File: config.mk
export PLATFORM = sky130hd
export DESIGN_NAME = gearbox_pack
export DESIGN_NICKNAME = d
export VERILOG_FILES = /design/src/rtl/gearbox_pack.sv
export SDC_FILE = /design/constraint.sdc
export NUM_CORES = 1
export LEC_CHECK = 0
export CAP_MARGIN = 40
export CORE_MARGIN = 4
export CORE_UTILIZATION = 55
export DETAILED_ROUTE_END_ITERATION = 12
export MAX_ROUTING_LAYER = met4
export PLACE_DENSITY = 0.89
export SYNTH_ARGS = -nofsm -noshare
export SYNTH_HDL_FRONTEND = slang
export SYNTH_SLANG_ARGS = --single-unit
File: constraint.sdc
create_clock -name clk -period 3.7 [get_ports clk]
set_clock_uncertainty 0.05 [all_clocks]
set_input_delay 0.555 -clock clk [delete_from_list [all_inputs] [get_ports clk]]
set_output_delay 0.555 -clock clk [all_outputs]
set_load 0.02 [all_outputs]
File: src/rtl/gearbox_pack.sv
// Width gearbox: packs IN_W-bit input words into OUT_W-bit output symbols, LSB first.
// Frames end with in_last; the tail is flushed as a zero-padded symbol carrying out_last.
module gearbox_pack #(
   parameter int IN_W  = 16,
   parameter int OUT_W = 10
) (
   input  logic                                  clk,
   input  logic                                  rst,
   input  logic [IN_W-1:0]                       in_data,
   input  logic                                  in_valid,
   input  logic                                  in_last,
   output logic                                  in_ready,
   output logic [OUT_W-1:0]                      out_data,
   output logic                                  out_valid,
   output logic                                  out_last,
   input  logic                                  out_ready,
   output logic [$clog2(IN_W+OUT_W+1)-1:0]       level
);

   localparam int CAP   = IN_W + OUT_W;
   localparam int CNT_W = $clog2(CAP + 1);

   localparam logic [0:0] FILL  = 1'b0;
   localparam logic [0:0] DRAIN = 1'b1;

   logic [CAP-1:0]   buffer_q, buffer_d;
   logic [CNT_W-1:0] level_q, level_d;
   logic [0:0]       state_q, state_d;

   logic             acc, pop;
   int               lvl, lvl_n;
   logic [CNT_W-1:0] pos;
   logic [CAP-1:0]   in_ext;

   assign level = level_q;

   // Bits above level are kept zero, so the drain padding and the OR-append come for free.
   always_comb begin
      lvl       = int'(level_q);
      in_ready  = (state_q == FILL) && (lvl + IN_W <= CAP);
      out_valid = (state_q == FILL) ? (lvl >= OUT_W) : (lvl > 0);
      out_last  = (state_q == DRAIN) && (lvl > 0) && (lvl <= OUT_W);
      out_data  = buffer_q[OUT_W-1:0];
      acc       = in_valid && in_ready;
      pop       = out_valid && out_ready;
      in_ext    = {{OUT_W{1'b0}}, in_data};
   end

   always_comb begin
      buffer_d = buffer_q;
      state_d  = state_q;
      lvl_n    = lvl;
      pos      = '0;
      if (pop) begin
         if (state_q == DRAIN && lvl <= OUT_W) begin
            buffer_d = '0;
            lvl_n    = 0;
            state_d  = FILL;
         end else begin
            buffer_d = buffer_q >> OUT_W;
            lvl_n    = lvl - OUT_W;
         end
      end
      if (acc) begin
         pos      = CNT_W'(lvl_n);
         buffer_d = buffer_d | (in_ext << pos);
         lvl_n    = lvl_n + IN_W;
         if (in_last) begin
            state_d = DRAIN;
         end
      end
      level_d = CNT_W'(lvl_n);
   end

   always_ff @(posedge clk) begin
      if (rst) begin
         buffer_q <= '0;
         level_q  <= '0;
         state_q  <= FILL;
      end else begin
         buffer_q <= buffer_d;
         level_q  <= level_d;
         state_q  <= state_d;
      end
   end

endmodule

==> metrics.cfg <==
[global_route]
antenna_found_initial = 0
grt_pass1_wl_um = 14100
grt_util_all_layers_pct = 28.9
grt_pass1_vias = 2837
grt_max_degree = 31
grt_remaining_overflow = 0

[yosys]
syn_area_um2 = 2800
top_cells_by_count = 50 x nand2_1, 32 x dfxtp_1, 27 x nand3_1, 27 x nor2_1, 22 x a21oi_1
ys_sh_simple_pct = 27.7
syn_area_per_cell_um2 = 7.61
synthAoiAreaFrac_pct = 30.4
ys_seq_share_pct = 22.9
synthArstFlopShare_pct = 0
ys_sh_mux_pct = 10.1
yosysMostFrequentCell = nand2_1
synth_cell_types = 63
synth-edff-count = 0
yosys-stat-cells = 368
top_cell_area_share_pct = 22.9
netlist_logic_family_top = AND-OR/OR-AND gates
synth_nets = 391
ys_sh_adder_pct = 0.894
xor_share_pct = 0
yosys-stat-area_um2 = 2800
yosysWarningCount = 0
synth_area_leader_cell = dfxtp_1
ys_ff = 32
synthCells = 368
topCellsByArea = dfxtp_1 23%, nand2_1 6.7%, mux2i_1 5.4%, nand3_1 4.8%, a31oi_1 4.7%
ys.flop_type = dfxtp_1

[worst_setup_path]
critPathCaptureType = flip-flop
path_class = flip-flop to flip-flop
max_stage_delay_ps = 400
reg2reg_from = level[1]
worstPathCellList = clkinv_1 -> ha_1 -> nand2b_4 -> a31oi_4 -> buf_4 -> a211oi_1 -> nor4_1 -> a21oi_1 -> mux2i_1 -> o211ai_1 -> a31oi_1
worst_ep_arrival_time_ps = 3370
r2r_setup_slack_ps = 500
cp_top_family = AND-OR/OR-AND gates
worstSetupStartpoint = level[1]
cp.depth = 11
cp-endpoint = buffer_q[15]
cp-start-kind = flip-flop
path_max_fanout = 14
cp_num_buf_inv = 2
r2r_end = buffer_q[15]
crit_slowest_cell = mux2i_1
reg2reg_depth = 11
critPathRequiredTime_ps = 3870

[die]
dieWidth_um = 79.3
core_area_um2 = 4820
pin_count = 39
dieArea_um2 = 6290
fp_util_pct = 58.1
die_h_um = 79.3

[drt]
drc_errors = 0
dr.pass1.iters = 6
wirelength_um = 8680
drt_iter0_markers = 374
vias_per_cell = 6.64
antenna_left = 0

[clock_network]
cts_inserted_buffers = 5
cts_tree = done
htree_levels = 2
ctsHoldBuffers = 0
max-clock-path-buffers = 2
clockRootBuffer = clkbuf_8
clock_sinks = 32
post-cts-setup-buffers = 0
path_clk_slew_ps = 70
cts_resized = 0

[hold_path]
hp-start = buffer_q[15]
worst_hold_path.num_cells = 2
hold_path_end = buffer_q[15]
min_path_type = flip-flop to flip-flop

[power_and_ir_drop]
netSwitchingPower_w = 0.000589
p_per_area_nw_per_um2 = 445
internal_power_w = 0.000856
p_leak_nw = 1.20
vdd_ir_drop_max_v = 0.000248
p_comb_share_pct = 47.1
sequentialPowerShare_pct = 29.5
p_sw_share_pct = 40.8

[timing]
finalSetupViolCount = 0
fin_crit_sh_pct = 86.5
drv_slew = 0
min_period_ps = 3200
hold_viol = 0
rsz0062_at_grt = false
slew_headroom_pct = 56.7
worst_pin_slew_ps = 649
tns_ps = 0
max_freq_ghz = 0.312

[final_layout]
drive_gt1_share_pct = 11.8
nets = 413
antenna_cells = 0
final_cells = 458

[placement]
place_congestion = 0.957
hpwl_um = 6300
port_buffers = 38
dp_slack_ps = 552
dp.cells = 450

[outcome]
status = complete, no violations

[job]
max_cap_violations = 0
warnings = 27

-- area by class of cell --
type                       count  area, µm²
clock buffer                   6       72.6
inverter                       7       26.3
fill                         427       1570
tap                           67       83.8
clock inverter                 2       35.0
multi-input combinational    296       1930
sequential                    32        641
timing repair buffer          48        455
-- registers in the layout, indices dropped and copies added (netlist names) --
name / flops
state_q: 1
level: 5
buffer_q: 26
-- per-layer routing --
| layer | part of all wire (%) | GRT usage, % | vias to the layer above |
|---|---|---|---|
| met5 | 0 | - | - |
| met2 | 45 | 44.3 | 191 |
| li1 | - | - | 1418 |
| met3 | 9.6 | 6.12 | 28 |
| met1 | 42 | 37.7 | 1405 |
| met4 | 2.7 | 10.7 | 0 |
-- power by group through the flow --
stage	Sequential, W	Clock [W]	Combinational, W
4_1_cts	0.000425	0.000337	0.000664
3_3_place_gp	0.000431	0	0.000654
5_1_grt	0.000433	0.000355	0.000725
6_report	0.000426	0.000338	0.000681
2_1_floorplan	0.000425	0	0.000484
3_5_place_dp	0.000432	0	0.000661
-- metrics by stage --
step	total power, W	cell area [µm²]	hold WS [ps]	utilization, %
3_3_place_gp	0.00109	3140	400	65.1
2_1_floorplan	0.000909	2800	370	-
5_1_grt	0.00151	3250	439	67.4
3_5_place_dp	0.00109	3140	413	65.1
4_1_cts	0.00143	3250	422	67.4
6_report	0.00145	3250	421	67.4
-- layout by cell type (no fill, tap or decap), types with 7 or more instances in the layout --
master,n
nand2b_1,9
mux2i_1,15
nor3_1,8
and3_1,7
o21ai_0,15
a31oi_1,21
nand2_1,50
dfxtp_1,32
a21oi_1,22
nand3_1,27
clkdlybuf4s50_1,38
buf_4,10
nor2_1,27
Wiring heat map:
16 x 16 tiles, from dark blue (low) to red (high), scaled to the fullest tile. Values are wire area over tile area, all layers added.
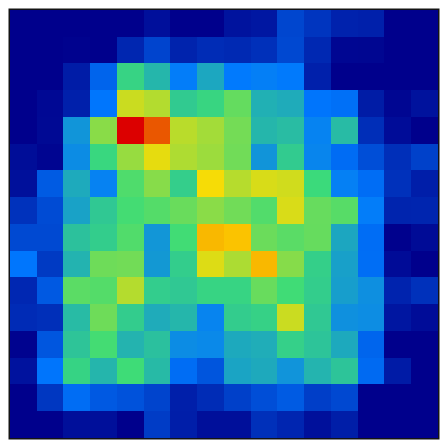
emptiest ninth of the die: upper right
tiles over half the peak: 20%
mean over tiles: 0.23
Avg WL per Cell: 19.0 µm
routed vias: 3042

Cells by drive strength:
The bar under the picture is 20 µm long.
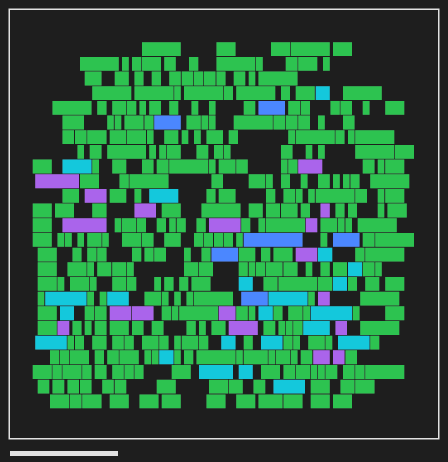
| color | size | cells |
|---|---|---|
| green | x1 and smaller | 345 |
| cyan | x3 and x4 | 22 |
| blue | x6 and larger | 6 |
| purple | x2 | 18 |
setup ws final: 498 ps
layout overhead on the synthesized area: 16.0%
count of plain and timing-repair buffers: 48

Register map, names as in the netlist:
The bar under the picture is 20 µm long.
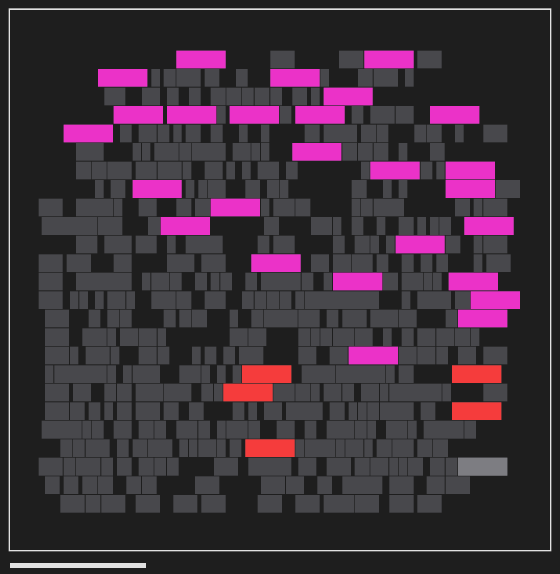
| color | signal | flops |
|---|---|---|
| red | level | 5 |
| magenta | buffer_q | 26 |
Finished Core Util: 67.4%
flop share of the area: 19.7%
Seq group: 0.000426 W
register area: 641 µm²

Cell placement:
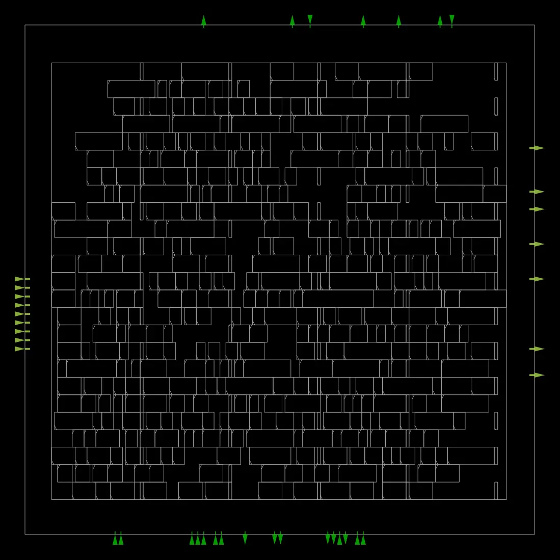
num tapcells: 67
Row Count: 25
flop count: 32

Clock wires, drivers and flops:
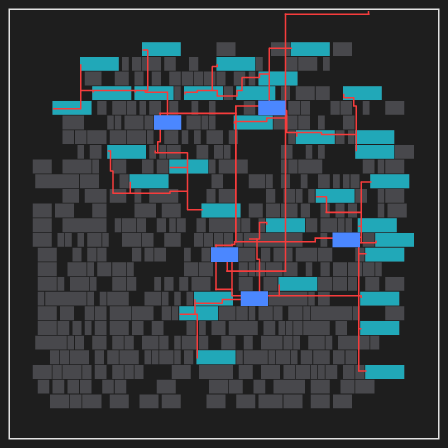
[blue] clock-net drivers | count: 5
[red] clock wires | length: 482 µm
[cyan] flip-flops | count: 32
routed clock nets: 6
Clk power: 0.000338 W
clock power share: 23.4%
clk latency late pin: 290 ps

Power and IR drop assume default switching activity.
